==> src/rtl/seq_divider_pkg.sv <==
// Shared definitions for the sequential restoring divider.
package seq_divider_pkg;

  localparam int unsigned WIDTH_N_DEF = 16;
  localparam int unsigned WIDTH_D_DEF = 8;

  localparam logic [1:0] IDLE = 2'd0;
  localparam logic [1:0] RUN  = 2'd1;
  localparam logic [1:0] DONE = 2'd2;

endpackage

==> src/rtl/seq_divider_div_step.sv <==
// One restoring-division iteration: shift in a dividend bit, trial-subtract
// the divisor, keep the difference when it does not go negative.
module div_step
  import seq_divider_pkg::*;
#(
  parameter int unsigned WIDTH_D = WIDTH_D_DEF
) (
  input  logic [WIDTH_D:0]   rem,
  input  logic               bit_in,
  input  logic [WIDTH_D-1:0] divisor,
  output logic [WIDTH_D:0]   rem_next,
  output logic               q_bit
);

  logic [WIDTH_D+1:0] shifted;
  logic [WIDTH_D+1:0] diff;

  // The full remainder takes part in the shift; its top bit is always zero
  // because the remainder stays below the divisor, so the sign of the
  // difference at WIDTH_D+2 bits is the trial result.
  always_comb begin
    shifted  = {rem, bit_in};
    diff     = shifted - {2'b00, divisor};
    q_bit    = ~diff[WIDTH_D+1];
    rem_next = q_bit ? diff[WIDTH_D:0] : shifted[WIDTH_D:0];
  end

endmodule

==> src/rtl/seq_divider.sv <==
// Iterative unsigned restoring divider, one quotient bit per clock, with a
// start/busy/done handshake.
module seq_divider
  import seq_divider_pkg::*;
#(
  parameter int unsigned WIDTH_N = WIDTH_N_DEF,
  parameter int unsigned WIDTH_D = WIDTH_D_DEF
) (
  input  logic               clk,
  input  logic               reset,
  input  logic               start,
  input  logic [WIDTH_N-1:0] dividend,
  input  logic [WIDTH_D-1:0] divisor,
  output logic               busy,
  output logic               done,
  output logic [WIDTH_N-1:0] quotient,
  output logic [WIDTH_D-1:0] remainder,
  output logic               div_by_zero
);

  localparam int unsigned CW = (WIDTH_N > 1) ? $clog2(WIDTH_N) : 1;

  logic [1:0]         state;
  logic [WIDTH_N-1:0] shreg;
  logic [WIDTH_D-1:0] dvsr;
  logic [WIDTH_D:0]   rem;
  logic [CW-1:0]      cnt;
  logic [WIDTH_D:0]   rem_next;
  logic               q_bit;

  div_step #(
    .WIDTH_D (WIDTH_D)
  ) u_step (
    .rem      (rem),
    .bit_in   (shreg[WIDTH_N-1]),
    .divisor  (dvsr),
    .rem_next (rem_next),
    .q_bit    (q_bit)
  );

  // FSM, iteration counter, shift/remainder registers and result outputs.
  always_ff @(posedge clk or negedge reset) begin
    if (!reset) begin
      state       <= IDLE;
      shreg       <= '0;
      dvsr        <= '0;
      rem         <= '0;
      cnt         <= '0;
      busy        <= 1'b0;
      done        <= 1'b0;
      quotient    <= '0;
      remainder   <= '0;
      div_by_zero <= 1'b0;
    end else begin
      case (state)
        IDLE: begin
          done <= 1'b0;
          if (start) begin
            shreg <= dividend;
            dvsr  <= divisor;
            rem   <= '0;
            cnt   <= CW'(WIDTH_N - 1);
            busy  <= 1'b1;
            state <= (divisor == '0) ? DONE : RUN;
          end
        end
        RUN: begin
          shreg <= {shreg[WIDTH_N-2:0], q_bit};
          rem   <= rem_next;
          if (cnt == '0) begin
            quotient    <= {shreg[WIDTH_N-2:0], q_bit};
            remainder   <= rem_next[WIDTH_D-1:0];
            div_by_zero <= 1'b0;
            done        <= 1'b1;
            busy        <= 1'b0;
            state       <= DONE;
          end else begin
            cnt <= cnt - 1'b1;
          end
        end
        DONE: begin
          // busy still set here means we came straight from IDLE with a zero
          // divisor: publish the fixed result now and spend one more cycle in
          // DONE so the done pulse follows the same one-cycle rule.
          if (busy) begin
            quotient    <= '1;
            remainder   <= '0;
            div_by_zero <= 1'b1;
            done        <= 1'b1;
            busy        <= 1'b0;
          end else begin
            done  <= 1'b0;
            state <= IDLE;
          end
        end
        default: begin
          state <= IDLE;
          busy  <= 1'b0;
          done  <= 1'b0;
        end
      endcase
    end
  end

endmodule

==> config.mk <==
export PLATFORM = sky130hd
export DESIGN_NAME = seq_divider
export DESIGN_NICKNAME = d
export VERILOG_FILES = /design/src/rtl/seq_divider_pkg.sv /design/src/rtl/seq_divider_div_step.sv /design/src/rtl/seq_divider.sv
export SDC_FILE = /design/constraint.sdc
export NUM_CORES = 1
export LEC_CHECK = 0
export ABC_CLOCK_PERIOD_IN_PS = 3900
export CELL_PAD_IN_SITES_DETAIL_PLACEMENT = 1
export CELL_PAD_IN_SITES_GLOBAL_PLACEMENT = 1
export CORE_MARGIN = 1.5
export CORE_UTILIZATION = 42
export DETAILED_ROUTE_END_ITERATION = 16
export GPL_ROUTABILITY_DRIVEN = 0
export PLACE_DENSITY_LB_ADDON = 0.25
export RECOVER_POWER = 50
export SYNTH_ARGS = -nofsm -noshare
export SYNTH_HDL_FRONTEND = slang
export SYNTH_HIERARCHICAL = 1
export SYNTH_SLANG_ARGS = --single-unit
==> constraint.sdc <==
create_clock -name clk -period 3.9 [get_ports clk]
set_clock_uncertainty 0.15 [all_clocks]
set_input_delay 0.39 -clock clk [delete_from_list [all_inputs] [get_ports clk]]
set_output_delay 0.39 -clock clk [all_outputs]
set_load 0.01 [all_outputs]
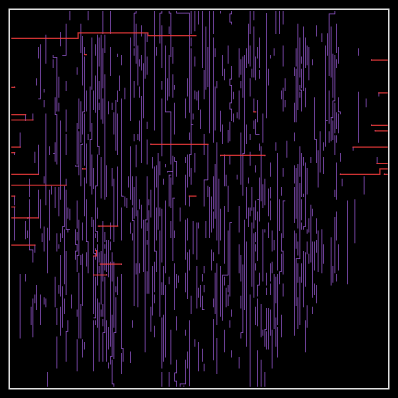
(run_1/wires.png)
Scale: 4 px per µm. Two of the layers only.
legend:
  metal 2:
    color: purple
    wire_length: 4400 µm
  metal 3:
    color: red
    wire_length: 175 µm
Post-Route WL: 8.686 mm
gr usage total: 21.56%
via count: 2794

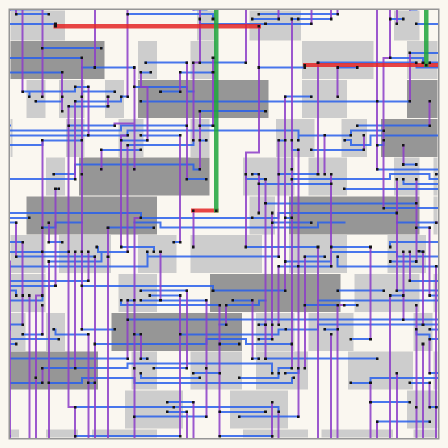
(run_1/detail.png)
Region (32, 32) to (62, 62) µm. Cells in gray, sequential cells in the stronger gray; small squares are vias.
legend:
  metal 2:
    color: purple
  metal 4:
    color: green
  metal 3:
    color: red
  metal 1:
    color: blue
sequential cells in the window: 8
netlist names of flops here include: rem (4), remainder (2)
most frequent: o21ai_0 (8), dfrtp_1 (8), nand3b_1 (5)
cells with their middle in the window: 51

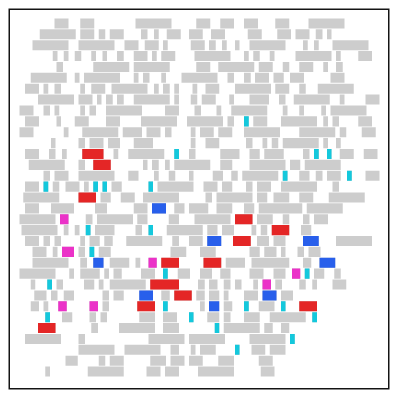
(run_1/logic_types.png)
Scale: 4 px per µm.
legend:
  AND-OR and OR-AND gates:
    color: blue
    cells: 8
    most_used: a32o_1
  adder and majority cells:
    color: red
    cells: 13
    most_used: ha_1
  inverters:
    color: cyan
    cells: 25
    most_used: inv_1
  AND and OR gates:
    color: magenta
    cells: 7
    most_used: and2_1
Comb area share: 38.79%
most numerous logic cell after layout: dfrtp_1
post-route insts no fill: 518

==> impl_metrics.json, run 1 <==
{
  "status": "complete, but fails checks",
  "violations": "max-capacitance violations, max-slew violations",
  "maxCapViolCount": 1,
  "ys_async_sr_fraction_pct": 100.0,
  "die_w_um": 94.48,
  "finalSetupViolations": 0,
  "post_cts_resize_count": 0,
  "rsz0062_at_grt": "false",
  "yosys.stat.seqShare_pct": 46.99,
  "fillers": 945,
  "syn_inst": 357,
  "post_drt_wl_per_cell_um": 16.77,
  "io-pin-count": 54,
  "postRouteAntennaNets": 0,
  "dr.pass1.iters": 4,
  "portBuffers": 53,
  "place_inst": 502,
  "htree_levels": 3,
  "multiInputGateArea_um2": 1673,
  "grt_pass1_wl_mm": 14.95,
  "core_um2": 8175,
  "diodes": 0,
  "utilization_pct": 52.75,
  "dpl.hpwl_mm": 6.086,
  "clock-sinks": 66,
  "postCtsSetupRepairBufs": 0,
  "antenna_found_initial": 0,
  "drive_above_1_share_pct": 9.443,
  "synth_stat.cells": 357,
  "post-route-period-util_pct": 80.03,
  "die-height_um": 94.48,
  "crit_type": "reg2reg",
  "fmax_ghz": 0.3204,
  "relSlewSlack_pct": -50.70,
  "yosysChipArea_um2": 3515,
  "startpoint": "rem[2]$_DFFE_PN0P_",
  "drc_errors": 0,
  "crit_required_ns": 3.95,
  "crit_path_end_kind": "register",
  "slew_violations": 43,
  "start_kind": "register",
  "ys_warn_count": 6,
  "clk_latency_ns": 0.33,
  "drt_iter0_markers": 97,
  "numSynthFlops": 66
}
run 1: stage by stage:
stage | hold WS [ns] | worst slack [ns] | total power (µW) | area (µm²)
2_1_floorplan | -0.05559 | 1.168 | 2670 | 3515
3_3_place_gp | 0.3291 | 0.9690 | 3233 | 4120
3_5_place_dp | 0.3457 | 0.8226 | 3325 | 4120
4_1_cts | 0.07482 | 0.7932 | 3942 | 4322
5_1_grt | 0.3776 | 0.6038 | 4232 | 4313
6_report | 0.3618 | 0.7789 | 3875 | 4313
run 1: where the power goes:
| group | internal (µW) | total, µW | switching, µW | leakage, µW |
|---|---|---|---|---|
| Sequential | 999 | 1220 | 223 | 0.000796 |
| Combinational | 929 | 2060 | 1130 | 0.000930 |
| Clock | 300 | 593 | 294 | 0.0000998 |
| Total | 2230 | 3870 | 1650 | 0.00183 |
run 1: routing by layer:
layer	vias to the layer above	routed length (µm)	track usage, %
li1	1347	-	-
met1	1405	4025	28.53
met2	34	4396	36.21
met3	8	175	4.026
met4	0	89	5.846
met5	-	0	0
run 1: synthesized netlist by cell type (6+ instances only):
| master | instances | area (µm²) |
|---|---|---|
| dfrtp_1 | 66 | 1652 |
| nor2_1 | 39 | 146.4 |
| o21ai_0 | 37 | 185.2 |
| a21oi_1 | 28 | 140.1 |
| mux2i_1 | 26 | 260.3 |
| nand2_1 | 26 | 97.59 |
| inv_1 | 25 | 93.84 |
| mux2_2 | 13 | 146.4 |
| ha_1 | 12 | 150.1 |
| nand3b_1 | 8 | 60.06 |
| buf_2 | 7 | 35.03 |
| nand2b_1 | 7 | 43.79 |
| a22oi_1 | 6 | 45.04 |
| clkbuf_1 | 6 | 22.52 |
| xnor2_1 | 6 | 52.55 |
run 1: logic make-up after synthesis:
family          after synthesis  share of synthesized area, %
mux                          39                         11.57
xor+xnor                      7                         1.744
flops                        66                         46.99
simple gates                 95                         12.60
fa+ha+maj                    13                         4.841
buf+inv                      44                         5.802
compound gates               93                         16.45
run 1: state kept, by name (all words and copies together) (netlist names):
signal	cells
state	2
rem	9
done	1
quotient	16
div_by_zero	1
remainder	8
cnt	4
shreg	16
dvsr	8
busy	1
run 1: area by class of cell:
class                           count  area share, %
Multi-Input combinational cell    247          38.79
Sequential cell                    66          38.29
Timing Repair Buffer               59          13.03
Tap cell                          105          3.046
Clock buffer                        9          2.872
Inverter                           25          2.176
Clock inverter                      7          1.799
run 1: worst max-delay path: stages (launching register included):
cell and delay [ns]:
dfrtp_1 0.42, ha_1 0.36, o211ai_1 0.11, a21o_1 0.19, a221o_1 0.39, a221oi_4 0.60
mux2_2 0.43, a22oi_1 0.20, o21ai_0 0.12
==> run_1/metal_density.png <==
Scale: 3 px per µm. The die is cut into 19 by 19 equal tiles; dark purple is low, yellow is high, scaled to the fullest tile. Values are wire area over tile area, all layers added.
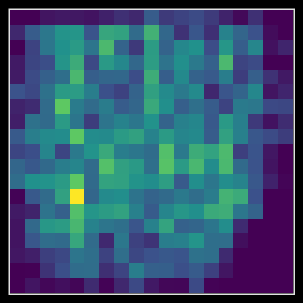

--- run 2 (diff from run 1) ---
--- a/config.mk
+++ b/config.mk
@@ -5,11 +5,11 @@
 export SDC_FILE = /design/constraint.sdc
 export NUM_CORES = 1
 export LEC_CHECK = 0
-export ABC_CLOCK_PERIOD_IN_PS = 3900
+export ABC_CLOCK_PERIOD_IN_PS = 2850
 export CELL_PAD_IN_SITES_DETAIL_PLACEMENT = 1
 export CELL_PAD_IN_SITES_GLOBAL_PLACEMENT = 1
 export CORE_MARGIN = 1.5
-export CORE_UTILIZATION = 42
+export CORE_UTILIZATION = 38
 export DETAILED_ROUTE_END_ITERATION = 16
 export GPL_ROUTABILITY_DRIVEN = 0
 export PLACE_DENSITY_LB_ADDON = 0.25
==> constraint.sdc (replaced) <==
create_clock -name clk -period 2.85 [get_ports clk]
set_clock_uncertainty 0.15 [all_clocks]
set_input_delay 0.285 -clock clk [delete_from_list [all_inputs] [get_ports clk]]
set_output_delay 0.285 -clock clk [all_outputs]
set_load 0.01 [all_outputs]
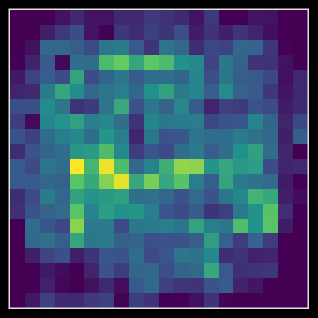
(run_2/metal_density.png)
Scale: 3 px per µm. The die is cut into 20 by 20 equal tiles; dark purple is low, yellow is high, scaled to the fullest tile. Values are wire area over tile area, all layers added.
fullest tile: 0.50
mean over tiles: 0.14
tiles over half the peak: 14%
drt wl/cell: 16.83 µm
Post-Route WL: 8.971 mm
via count: 2846
gr usage total: 19.79%

==> impl_metrics.json, run 2 <==
{
  "yosys.stat.seqShare_pct": 46.99,
  "maxCapViolCount": 0,
  "largest_area_cell": "dfrtp_1",
  "crit_type": "reg2reg",
  "simple_gate_area_share_pct": 12.60,
  "drc_errors": 0,
  "die_w_um": 99.17,
  "portBuffers": 53,
  "htree_levels": 3,
  "drt_iter0_markers": 89,
  "clock-sinks": 66,
  "finalInstanceArea_um2": 4466,
  "slew_violations": 0,
  "finalSetupViolations": 0,
  "core_um2": 8848,
  "placed_area_um2": 4205,
  "critPathMaxStageDelay_ns": 0.41,
  "yosysChipArea_um2": 3515,
  "diodes": 0,
  "multiInputGateArea_um2": 1735,
  "ys_sh_aoi_pct": 16.45,
  "clk_latency_ns": 0.35,
  "synth_stat.cells": 357,
  "worst_path_max_delay_cell": "dfrtp_1",
  "fillers": 1005,
  "place_inst": 513,
  "dr.pass1.iters": 4,
  "drive_above_1_share_pct": 13.18,
  "grt_pass1_wl_mm": 15.39,
  "ys_sh_adder_pct": 4.842,
  "io-pin-count": 54,
  "ys_warn_count": 6,
  "finalNonFillerCells": 533,
  "die-height_um": 99.17,
  "yosys.cell_count.top_type": "dfrtp_1",
  "dpl.hpwl_mm": 6.357,
  "post-route-period-util_pct": 96.22,
  "status": "complete, no violations",
  "xor_area_share_pct": 1.744,
  "reg.largest.list": "quotient (16), shreg (16), rem (9)",
  "antenna_found_initial": 0
}
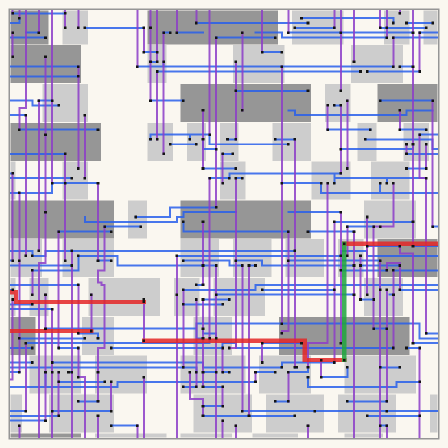
(run_2/detail.png)
Region (35, 35) to (65, 65) µm. Cells in gray, sequential cells in the stronger gray; small squares are vias.
legend:
  metal 3:
    color: red
  metal 2:
    color: purple
  metal 4:
    color: green
  metal 1:
    color: blue
sequential cells in the window: 7
most frequent: o21ai_0 (7), dfrtp_1 (7), mux2i_1 (6)
netlist names of flops here include: rem (3)
cells with their middle in the window: 50

## run 2: cell counts after synthesis
Identical to the previous run, type by type.
## run 2: cells by family after synthesis
kind of cell | Yosys count
and+or+nand+nor | 95
AOI/OAI and AO/OA | 93
DFF | 66
buffers and inverters | 44
xor gates and xnor gates | 7
muxes | 39
adders and majority gates | 13
## run 2: path summary, 6_finish.rpt
| check | from | end | slack, ns | cells after the start |
|---|---|---|---|---|
| max reg2reg | rem[0]$_DFFE_PN0P_ | rem[4]$_DFFE_PN0P_ | 0.11 | 9 |
| max | rem[0]$_DFFE_PN0P_ | rem[4]$_DFFE_PN0P_ | 0.11 | 9 |
| min | dvsr[2]$_DFFE_PN0P_ | dvsr[2]$_DFFE_PN0P_ | 0.35 | 1 |
| max in group asynchronous | reset | remainder[6]$_DFFE_PN0P_ | 1.36 | 3 |
| min reg2reg | dvsr[2]$_DFFE_PN0P_ | dvsr[2]$_DFFE_PN0P_ | 0.35 | 1 |
| min in group asynchronous | reset | quotient[1]$_DFFE_PN0P_ | 0.41 | 2 |
## run 2: layer usage
metal / vias to the layer above / GRT usage [%] / wire, µm
met2: 32 / 35.38 / 4613
met4: 0 / 5.850 / 110
met5: - / 0 / 0
met1: 1434 / 24.43 / 4030
met3: 11 / 3.725 / 216
li1: 1369 / - / -
## run 2: report_power, final
| part | switching, µW | leakage (µW) | internal [µW] |
|---|---|---|---|
| registers | 310 | 0.000796 | 1370 |
| logic | 1630 | 0.00100 | 1470 |
| clock network | 368 | 0.0000851 | 334 |
| total | 2310 | 0.00188 | 3170 |
## run 2: through the flow
stage / hold WS [ns] / setup slack, ns / power (µW)
finish: 0.3549 / 0.1078 / 5484
global route: 0.3845 / -0.02506 / 5976
CTS: 0.2226 / 0.01555 / 5472
detailed placement: 0.06979 / -0.03323 / 4670
global placement: 0.06637 / 0.07457 / 4548
floorplan: -0.1606 / 0.1178 / 3653
## run 2: worst max-delay path: cells and delay by family, from the launching register on
kind                     cells  cell delay (ns)
adder cells (fa/ha/maj)      1             0.34
AND/OR/NAND/NOR              1             0.06
multiplexers                 1             0.36
AND-OR/OR-AND                5             1.12
flip-flops                   1             0.41
buffers and inverters        1             0.17
## run 2: final cells by class
| cell class | count | share of cell area, % |
|---|---|---|
| multi-input combinational | 247 | 38.86 |
| sequential | 66 | 36.99 |
| timing repair buffer | 71 | 15.19 |
| clock buffer | 11 | 3.166 |
| tap | 108 | 3.026 |
| inverter | 25 | 2.101 |
| clock inverter | 5 | 0.6725 |
## run 2: repair_timing
action,4_1_cts,5_1_grt
setup buffers,1,2
pin swaps,2,3
hold endpoints to repair,13,0
hold buffers,1,0
gates resized,3,5
endpoints found under the setup margin,4,13
==> run_2/logic_types.png <==
Scale: 4 px per µm.
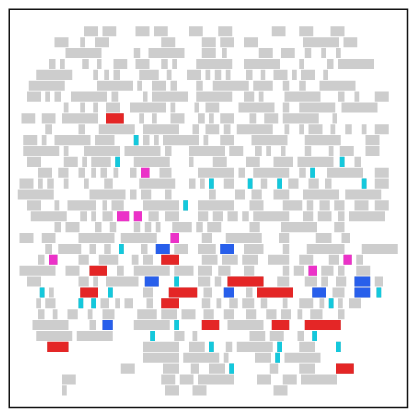

--- run 3 (diff from run 2) ---
--- a/config.mk
+++ b/config.mk
@@ -8,7 +8,6 @@
 export ABC_CLOCK_PERIOD_IN_PS = 2850
 export CELL_PAD_IN_SITES_DETAIL_PLACEMENT = 1
 export CELL_PAD_IN_SITES_GLOBAL_PLACEMENT = 1
-export CORE_MARGIN = 1.5
 export CORE_UTILIZATION = 38
 export DETAILED_ROUTE_END_ITERATION = 16
 export GPL_ROUTABILITY_DRIVEN = 0
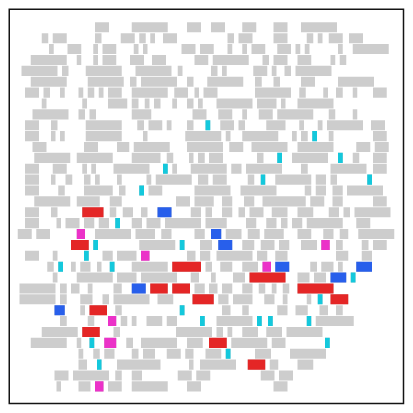
(run_3/logic_types.png)
Scale: 4 px per µm.
legend:
  inverters:
    color: cyan
    cells: 25
    most_used: inv_1
  AND-OR and OR-AND gates:
    color: blue
    cells: 8
    most_used: a32o_1
  adder and majority cells:
    color: red
    cells: 13
    most_used: ha_1
  AND and OR gates:
    color: magenta
    cells: 7
    most_used: and2_1
post-route insts no fill: 535
Comb area share: 37.75%

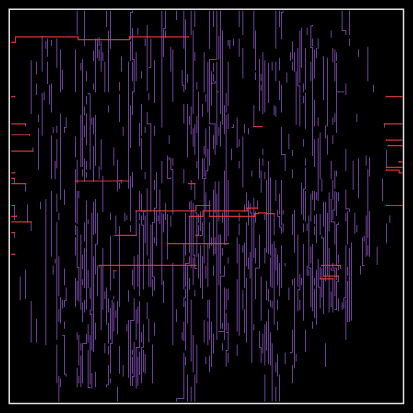
(run_3/wires.png)
Scale: 4 px per µm. Two of the layers only.
legend:
  metal 3:
    color: red
    wire_length: 232 µm
  metal 2:
    color: purple
    wire_length: 4450 µm
drt wl/cell: 16.66 µm
Post-Route WL: 8.911 mm
gr usage total: 19.32%
via count: 2863

==> impl_metrics.json, run 3 <==
{
  "status": "complete, but fails checks",
  "violations": "design-rule violations",
  "dr.pass1.iters": 10,
  "rrSetupSlack_ns": 0.03,
  "post-route-period-util_pct": 98.96,
  "yosys-top-cells-count": "dfrtp_1 (66), nor2_1 (39), o21ai_0 (37), a21oi_1 (28)",
  "synth_stat.cells": 357,
  "gr-usage-met2_pct": 31.53,
  "met1_usage_pct": 25.57,
  "clock-sinks": 66,
  "ys_warn_count": 6,
  "dpl.hpwl_mm": 5.928,
  "antenna_found_initial": 0,
  "drt_iter0_markers": 128,
  "maxCapViolCount": 0,
  "place_inst": 511,
  "crit_path_end_kind": "register",
  "slew_violations": 0,
  "fmax_ghz": 0.3546,
  "critPathCapture": "rem[3]$_DFFE_PN0P_",
  "io-pin-count": 54,
  "portBuffers": 53,
  "diodes": 0,
  "drive_above_1_share_pct": 13.35,
  "r2r_start": "rem[1]$_DFFE_PN0P_",
  "relSlewSlack_pct": 27.24,
  "yosys.cell_count.top_type": "dfrtp_1",
  "reg2reg_to": "rem[3]$_DFFE_PN0P_",
  "hold_slack_ns": 0.3508,
  "met3_usage_pct": 4.438,
  "numSynthFlops": 66,
  "ys_async_sr_fraction_pct": 100.0,
  "postRouteAntennaNets": 0,
  "largest_area_cell": "dfrtp_1",
  "yosys.stat.seqShare_pct": 46.99,
  "syn_inst": 357,
  "die_w_um": 98.17,
  "drc_errors": 1,
  "utilization_pct": 51.02,
  "startpoint": "rem[1]$_DFFE_PN0P_",
  "top_cells_by_area": "dfrtp_1 (47%), mux2i_1 (7.4%), o21ai_0 (5.3%)",
  "busiest_layer": "met2",
  "crit_required_ns": 2.94,
  "core_um2": 8848,
  "yosysChipArea_um2": 3515
}
[run 3: cell families after synthesis]
family,share of synthesized area (%)
simple gates,12.60
fa+ha+maj,4.841
flops,46.99
xor+xnor,1.744
compound gates,16.45
buf+inv,5.802
mux,11.57
[run 3: repair_timing]
item / in CTS / in global routing
pin swaps: 2 / 2
cloned: 0 / 0
hold buffers: 1 / 0
buffers inserted: 2 / 5
setup endpoints to repair: 4 / 13
endpoints found under the hold margin: 17 / 0
resized: 1 / 5
[run 3: stage by stage]
step	setup WS, ns	setup TNS, ns	power (µW)
2_1_floorplan	0.1178	0	3653
3_3_place_gp	0.06426	0	4538
3_5_place_dp	-0.008899	-0.01325	4642
4_1_cts	0.001567	0	5627
5_1_grt	-0.06844	-0.3439	6158
6_report	0.02959	0	5678
[run 3: layout make-up]
type,instances,area [µm²]
flip-flops and latches,66,1652
clock inverters,7,100.1
multi-input cells,247,1704
fillers,1024,4334
inverters,25,93.84
well taps,108,135.1
repair buffers,73,705.7
clock buffers,9,123.9
[run 3: worst min-delay path by stage]
stage / start / endpoint / slack [ns] / depth (start not counted)
3_5_place_dp: reset / cnt[1]$_DFFE_PN0P_ / 0.11 / 1
3_3_place_gp: reset / cnt[1]$_DFFE_PN0P_ / 0.12 / 1
6_report: shreg[15]$_DFFE_PN0P_ / shreg[15]$_DFFE_PN0P_ / 0.35 / 2
2_1_floorplan: reset / busy$_DFFE_PN0P_ / -0.16 / 0
5_1_grt: dvsr[3]$_DFFE_PN0P_ / dvsr[3]$_DFFE_PN0P_ / 0.38 / 1
4_1_cts: reset / cnt[1]$_DFFE_PN0P_ / 0.26 / 2
[run 3: where the power goes]
part	total (µW)	leakage, µW	internal [µW]	switching [µW]
clock network	902	0.000114	500	402
logic	3110	0.00100	1480	1620
registers	1670	0.000796	1370	303
[run 3: worst max-delay path: cells and delay by family, from the launching register on]
family / cells / cell delay, ns
flops: 1 / 0.41
buf+inv: 2 / 0.27
fa+ha+maj: 1 / 0.34
mux: 1 / 0.34
compound gates: 5 / 1.21
[run 3: metal layers]
layer  routed length (µm)  vias up  share of wire [%]
li1                     -     1376                  -
met1                 4156     1436                 47
met2                 4447       43                 50
met3                  232        8                2.6
met4                   75        0               0.84
met5                    0        -                  0
Power is estimated from default activity; no workload was simulated.
